[src/rtl/video_pkg.sv]
// Shared timing definitions for the raster generator.
// Holds the per-axis state enum, the 640x480@60 default segment lengths,
// and a helper that sums the four segments of an axis into its total.
package video_pkg;

  typedef enum logic [1:0] {
    ST_ACTIVE = 2'd0,
    ST_FRONT  = 2'd1,
    ST_SYNC   = 2'd2,
    ST_BACK   = 2'd3
  } axis_state_e;

  localparam int unsigned DEF_H_ACTIVE = 640;
  localparam int unsigned DEF_H_FP     = 16;
  localparam int unsigned DEF_H_SYNC   = 96;
  localparam int unsigned DEF_H_BP     = 48;
  localparam int unsigned DEF_V_ACTIVE = 480;
  localparam int unsigned DEF_V_FP     = 10;
  localparam int unsigned DEF_V_SYNC   = 2;
  localparam int unsigned DEF_V_BP     = 33;

  localparam int unsigned MAX_TOTAL = 2048;
  localparam int unsigned CNT_W     = 11;

  function automatic int unsigned calc_total(input int unsigned active,
                                             input int unsigned fp,
                                             input int unsigned sync,
                                             input int unsigned bp);
    return active + fp + sync + bp;
  endfunction

endpackage

[src/rtl/video_axis_timer.sv]
// One raster axis: a counter over [0, TOTAL) with its segment state.
//   clk, resetn : pixel clock, synchronous active-low reset
//   i_step      : advance the count by one (wrapping at TOTAL-1)
//   o_cnt       : current count
//   o_state     : segment the current count lies in
//   o_wrap      : count is at TOTAL-1, so the next step wraps to 0
// Reset parks the axis at TOTAL-1 in BACK so the first step lands on 0.
module video_axis_timer
  import video_pkg::*;
#(
  parameter int unsigned ACTIVE = DEF_H_ACTIVE,
  parameter int unsigned FP     = DEF_H_FP,
  parameter int unsigned SYNC   = DEF_H_SYNC,
  parameter int unsigned BP     = DEF_H_BP
) (
  input  logic               clk,
  input  logic               resetn,
  input  logic               i_step,
  output logic [CNT_W-1:0]   o_cnt,
  output axis_state_e        o_state,
  output logic               o_wrap
);

  localparam int unsigned TOTAL = calc_total(ACTIVE, FP, SYNC, BP);

  if (TOTAL > MAX_TOTAL || TOTAL == 0) begin : g_bad_total
    $error("video_axis_timer: TOTAL %0d outside 1..%0d", TOTAL, MAX_TOTAL);
  end

  localparam logic [CNT_W-1:0] LAST    = CNT_W'(TOTAL - 1);
  localparam logic [CNT_W:0]   B_FRONT = (CNT_W+1)'(ACTIVE);
  localparam logic [CNT_W:0]   B_SYNC  = (CNT_W+1)'(ACTIVE + FP);
  localparam logic [CNT_W:0]   B_BACK  = (CNT_W+1)'(ACTIVE + FP + SYNC);

  logic [CNT_W-1:0] cnt_q, cnt_d;
  axis_state_e      state_q, state_d;

  // State is chosen from the range the next count falls in, so segments of
  // zero length are simply skipped rather than stalling the sequence.
  always_comb begin
    cnt_d   = cnt_q;
    state_d = state_q;
    if (i_step) begin
      cnt_d = (cnt_q == LAST) ? '0 : cnt_q + CNT_W'(1);
      if ({1'b0, cnt_d} < B_FRONT)     state_d = ST_ACTIVE;
      else if ({1'b0, cnt_d} < B_SYNC) state_d = ST_FRONT;
      else if ({1'b0, cnt_d} < B_BACK) state_d = ST_SYNC;
      else                             state_d = ST_BACK;
    end
  end

  always_ff @(posedge clk) begin
    if (!resetn) begin
      cnt_q   <= LAST;
      state_q <= ST_BACK;
    end else begin
      cnt_q   <= cnt_d;
      state_q <= state_d;
    end
  end

  assign o_cnt   = cnt_q;
  assign o_state = state_q;
  assign o_wrap  = (cnt_q == LAST);

endmodule

[src/rtl/video_timing_gen.sv]
// Free-running raster timing generator for the HDMI output path.
//   clk, resetn   : pixel clock, synchronous active-low reset
//   i_enable      : pixel-advance enable; low holds all state
//   o_hcnt/o_vcnt : zero-based raster position (0,0 = top-left active pixel)
//   o_de          : active-video data enable
//   o_hsync/o_vsync : syncs at HS_POL/VS_POL level while in SYNC segment
//   o_line_start  : one-cycle pulse when o_hcnt becomes 0
//   o_frame_start : one-cycle pulse when both counts become 0
//   o_frame_cnt   : frames started since reset, wrapping
module video_timing_gen
  import video_pkg::*;
#(
  parameter int unsigned H_ACTIVE = DEF_H_ACTIVE,
  parameter int unsigned H_FP     = DEF_H_FP,
  parameter int unsigned H_SYNC   = DEF_H_SYNC,
  parameter int unsigned H_BP     = DEF_H_BP,
  parameter int unsigned V_ACTIVE = DEF_V_ACTIVE,
  parameter int unsigned V_FP     = DEF_V_FP,
  parameter int unsigned V_SYNC   = DEF_V_SYNC,
  parameter int unsigned V_BP     = DEF_V_BP,
  parameter bit          HS_POL   = 1'b0,
  parameter bit          VS_POL   = 1'b0
) (
  input  logic        clk,
  input  logic        resetn,
  input  logic        i_enable,
  output logic [10:0] o_hcnt,
  output logic [10:0] o_vcnt,
  output logic        o_de,
  output logic        o_hsync,
  output logic        o_vsync,
  output logic        o_line_start,
  output logic        o_frame_start,
  output logic [15:0] o_frame_cnt
);

  axis_state_e h_state, v_state;
  logic        h_wrap, v_wrap;
  logic        v_step;

  logic        line_start_q, line_start_d;
  logic        frame_start_q, frame_start_d;
  logic [15:0] frame_cnt_q, frame_cnt_d;

  video_axis_timer #(
    .ACTIVE (H_ACTIVE),
    .FP     (H_FP),
    .SYNC   (H_SYNC),
    .BP     (H_BP)
  ) u_h_axis (
    .clk     (clk),
    .resetn  (resetn),
    .i_step  (i_enable),
    .o_cnt   (o_hcnt),
    .o_state (h_state),
    .o_wrap  (h_wrap)
  );

  // The vertical axis steps on the same edge the horizontal count wraps,
  // so vertical state (and vsync) changes line up with hcnt = 0.
  assign v_step = i_enable & h_wrap;

  video_axis_timer #(
    .ACTIVE (V_ACTIVE),
    .FP     (V_FP),
    .SYNC   (V_SYNC),
    .BP     (V_BP)
  ) u_v_axis (
    .clk     (clk),
    .resetn  (resetn),
    .i_step  (v_step),
    .o_cnt   (o_vcnt),
    .o_state (v_state),
    .o_wrap  (v_wrap)
  );

  always_comb begin
    line_start_d  = v_step;
    frame_start_d = v_step & v_wrap;
    frame_cnt_d   = frame_cnt_q + 16'(frame_start_d);
  end

  always_ff @(posedge clk) begin
    if (!resetn) begin
      line_start_q  <= 1'b0;
      frame_start_q <= 1'b0;
      frame_cnt_q   <= '0;
    end else begin
      line_start_q  <= line_start_d;
      frame_start_q <= frame_start_d;
      frame_cnt_q   <= frame_cnt_d;
    end
  end

  // Decoded straight from the state registers, so de/syncs track the counts
  // with no skew and hold whenever the states hold.
  assign o_de          = (h_state == ST_ACTIVE) && (v_state == ST_ACTIVE);
  assign o_hsync       = (h_state == ST_SYNC) ? HS_POL : ~HS_POL;
  assign o_vsync       = (v_state == ST_SYNC) ? VS_POL : ~VS_POL;
  assign o_line_start  = line_start_q;
  assign o_frame_start = frame_start_q;
  assign o_frame_cnt   = frame_cnt_q;

endmodule

[config.mk]
export PLATFORM = sky130hd
export DESIGN_NAME = video_timing_gen
export DESIGN_NICKNAME = d
export VERILOG_FILES = /design/src/rtl/video_pkg.sv /design/src/rtl/video_axis_timer.sv /design/src/rtl/video_timing_gen.sv
export SDC_FILE = /design/constraint.sdc
export NUM_CORES = 1
export LEC_CHECK = 0
export CELL_PAD_IN_SITES_DETAIL_PLACEMENT = 1
export CELL_PAD_IN_SITES_GLOBAL_PLACEMENT = 1
export CORE_MARGIN = 5
export CORE_UTILIZATION = 38
export CTS_CLUSTER_SIZE = 40
export DETAILED_ROUTE_END_ITERATION = 12
export GPL_TIMING_DRIVEN = 0
export MAX_ROUTING_LAYER = met4
export PLACE_DENSITY = 0.86
export SYNTH_ARGS = -nofsm -noshare
export SYNTH_HDL_FRONTEND = slang
export SYNTH_SLANG_ARGS = --single-unit
export TNS_END_PERCENT = 1
[constraint.sdc]
create_clock -name clk -period 4.3 [get_ports clk]
set_clock_uncertainty 0.1 [all_clocks]
set_input_delay 1.075 -clock clk [delete_from_list [all_inputs] [get_ports clk]]
set_output_delay 1.075 -clock clk [all_outputs]
set_load 0.05 [all_outputs]
==> changes_impl.md <==
### Physical design

- Number of non-clock buffers: 63
- Worst Setup Start Kind: flop
- Yosys warns: 0
- Post-route ant nets: 0
- Met3 Usage GRT: 3.67%
- Cells on worst reg2reg path: 12
- Peak fanout along the critical path: 10
- Clk root buf: clkbuf_8
- Placed insts: 425
- TritonCTS clock tree: yes
- CP max-delay cell: dfxtp_1
- YS chip area: 0.00244 mm^2
- Logic area: 0.00144 mm^2
- Worst Path Arrival: 3.91 ns
- Placed cell area: 0.00298 mm^2
- Final Hold Viols: 0
- Cell Type Count: 52
- Flip-flops with a built-in enable: 0
- Yosys top cell area share: 36.1%
- Pin count of the biggest net entering global routing: 15
- First-pass GRT wire length: 12400 um
- Floorplan utilization: 38.8%
- LEAKAGE: 1.16 nW
- Initial antenna violation count: 0
- Main logic family: simple AND/OR/NAND/NOR gates
- Invs w/o clock: 10
- Floorplan Nets: 311
- TritonCTS Buffers: 5
- Wl on met1: 3180 um
- Worst Hold End: u_v_axis.o_state[0]$_SDFFE_PN1P_
- Origin of the worst setup path: u_h_axis.o_cnt[1]$_SDFFE_PN1P_
- Area of the core: 0.00628 mm^2
- Taps Inserted: 77
- Via count: 2526
- Post-synth top cells: dfxtp_1, nand2_1, o21ai_0
- Worst hold slack: 0.411 ns
- H-tree Lvls: 2
- Syn_area_per_cell: 8.04 um^2
- Xor/xnor share: 6.11%
- Reg-to-Reg End: o_frame_cnt[14]$_SDFF_PN0_
- Clock network power share: 31.9%
- Max-slew headroom: 25.8%
- Clock transition at path regs: 0.09 ns
- Main power group: sequential cells
- IO Count: 46
- Clk. pwr: 344 uW
- Seq group: 452 uW
- Final-report setup violation count: 0
- Reg power frac: 41.9%
- Seq. cell area: 881 um^2
- Worst setup margin: 0.521 ns
- Sw Pwr: 364 uW
- Routability congestion estimate: 0.896
- Dominant Register Cell: dfxtp_1
- Worst path cell trace: ha_1 -> nand3_1 -> nor3_4 -> nand2_1 -> buf_2 -> nor2_1 -> ha_1 -> ha_1 -> nand2_1 -> or2_2 -> or3_1 -> a21boi_0
- Top cell excl fill/tap: clkdlybuf4s50_1
- Post-synthesis compound-gate area fraction: 20.2%
- Comb gates: 231
- Mux share: 0.821%
- Die Span X: 90.1 um
- Combinational power: 283 uW
- Worst r2r src: u_h_axis.o_cnt[1]$_SDFFE_PN1P_
- Signal buffers share of area: 17.2%
- Avg Vias per Cell: 5.83
- Cycle use final: 87.9%
- Comb power frac: 26.2%
- Top Usage Layer GRT: met2
- Register share after synthesis: 36.1%
- DP HPWL: 5280 um
- Net switching fraction of the power: 33.8%
- Min-delay worst type: flop to flop
- Clock network area share: 3.91%
- Combinational share of cell area: 46.3%
- Flops: 44
- Most frequent cells in the layout: clkdlybuf4s50_1, dfxtp_1, nand2_1, o21ai_0, nor2_1
- Hold_sp: u_v_axis.o_state[0]$_SDFFE_PN1P_
- Die Footprint: 0.00812 mm^2
- Overflow after GRT: 0
- Met1 Resource Use GR: 22.3%
- Tool warnings: 27
- Met3 wire len: 335 um
- Non-Filler Instances: 433
- Diodes inserted: 0
- Vias in the first global route: 2533
- Area delta synth->final: 27.4%
- Fillers: 769
- # hold bufs at CTS: 0
- Hold path depth: 2
- Pwr Density: 347 mW/mm^2
- Critical Path Sink: o_frame_cnt[14]$_SDFF_PN0_
- 1st-pass router iterations: 5
- Die Span Y: 90.1 um
- Area leader, netlist: dfxtp_1
- Critical path class: flop to flop
- GR Util met2: 31.2%
- Worst Path Required: 4.43 ns
- CP max stage delay: 0.49 ns
- Cell with the most instances after synthesis: dfxtp_1
- WP buf/inv: 1
- Gr usage total: 18.3%
- Largest register FFs: 16
- Yosys Instances: 303
- Placement Setup Slack: 0.466 ns
- Registers, synthesis: 44
- Layout cells sized above 1: 5.90%
- Async SR Flop Fraction: 0%
- DR WL met2: 3670 um
- Crit path max-delay family: simple AND/OR/NAND/NOR gates
- Initial DRC count: 128
- Clock buf count: 6
- Synthesized-area fraction occupied by adder cells: 2.57%
- FMAX: 265 MHz
- Worst-Margin Slew: 1.10 ns
- Synth area leaders: dfxtp_1, o21ai_0, nand2_1, and2_1, nor2_1
- Clock sinks: 44
- Biggest Area Class: logic gates
- Max Buffers Root-to-Sink: 2
- Reg2reg setup slack: 0.52 ns
- Final Max Tran Viols: 0
- Most repeated library cell on the critical path: ha_1
- Syn Inst Count: 303
- # Post-CTS Setup Buffers: 0
- Nets: 363
- IO Port Bufs: 45
- CP Capture Type: flop
- Worst-Skew Late Latency: 0.31 ns
- Status: finished, final reports clean
- Highest Signal Layer: met4
- Min cycle time layout: 3.78 ns
- WL per Instance: 16.8 um
- Max-cap violations: 0
- Total power: 1.08 mW
- Synth Cell Area: 0.00244 mm^2
- CP Depth: 12
- Remaining routing DRC violations: 0
- Post-Route WL: 7270 um
- Int Pwr: 715 uW
- PostCTS Resize Cnt: 0
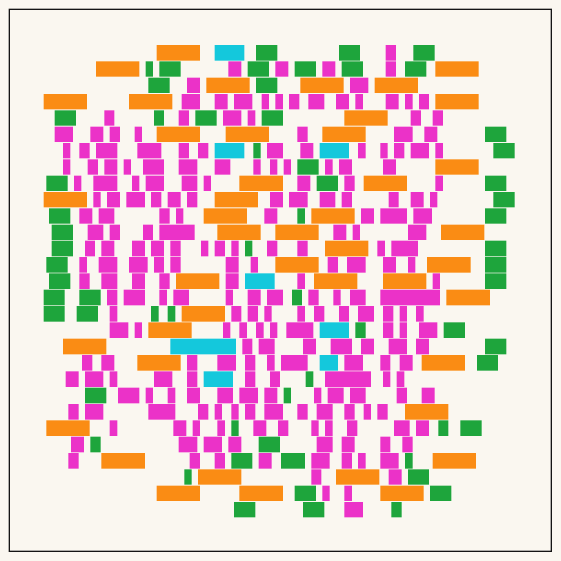
Figure 1: cell classes on the final placement.
Drawn at 6 px/um.
legend:
  sequential cells:
    color: orange
    cells: 44
    share_of_their_area: 29%
  combinational and other logic:
    color: magenta
    cells: 241
    share_of_their_area: 49%
  clock drivers and dummy loads:
    color: cyan
    cells: 8
    share_of_their_area: 4.0%
  remaining buffers and delay cells:
    color: green
    cells: 63
    share_of_their_area: 18%
Seq area share: 28.4%
Final Instance Area: 0.00311 mm^2
Final Util: 49.5%
Rows: 29

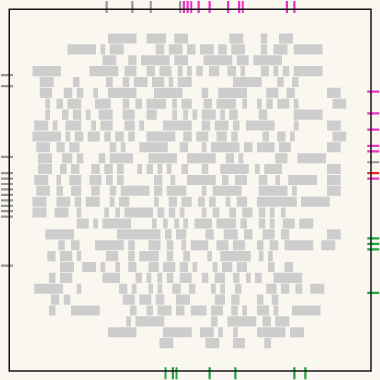
Figure 2: ports around the boundary.
Drawn at 4 px/um. Pins as bars across the die edge, other pins in gray.
legend:
  `o_frame_cnt`:
    color: magenta
    pins: 16
    direction: output
    edge: 10 north, 6 east
  `o_vcnt`:
    color: green
    pins: 11
    direction: output
    edge: 7 south, 4 east
  `o_frame_start`:
    color: red
    pins: 1
    direction: output
    edge: east
all pins by edge: 14 north, 13 west, 12 east, 7 south

No activity file was given, so power comes from the tool's default toggle rates.
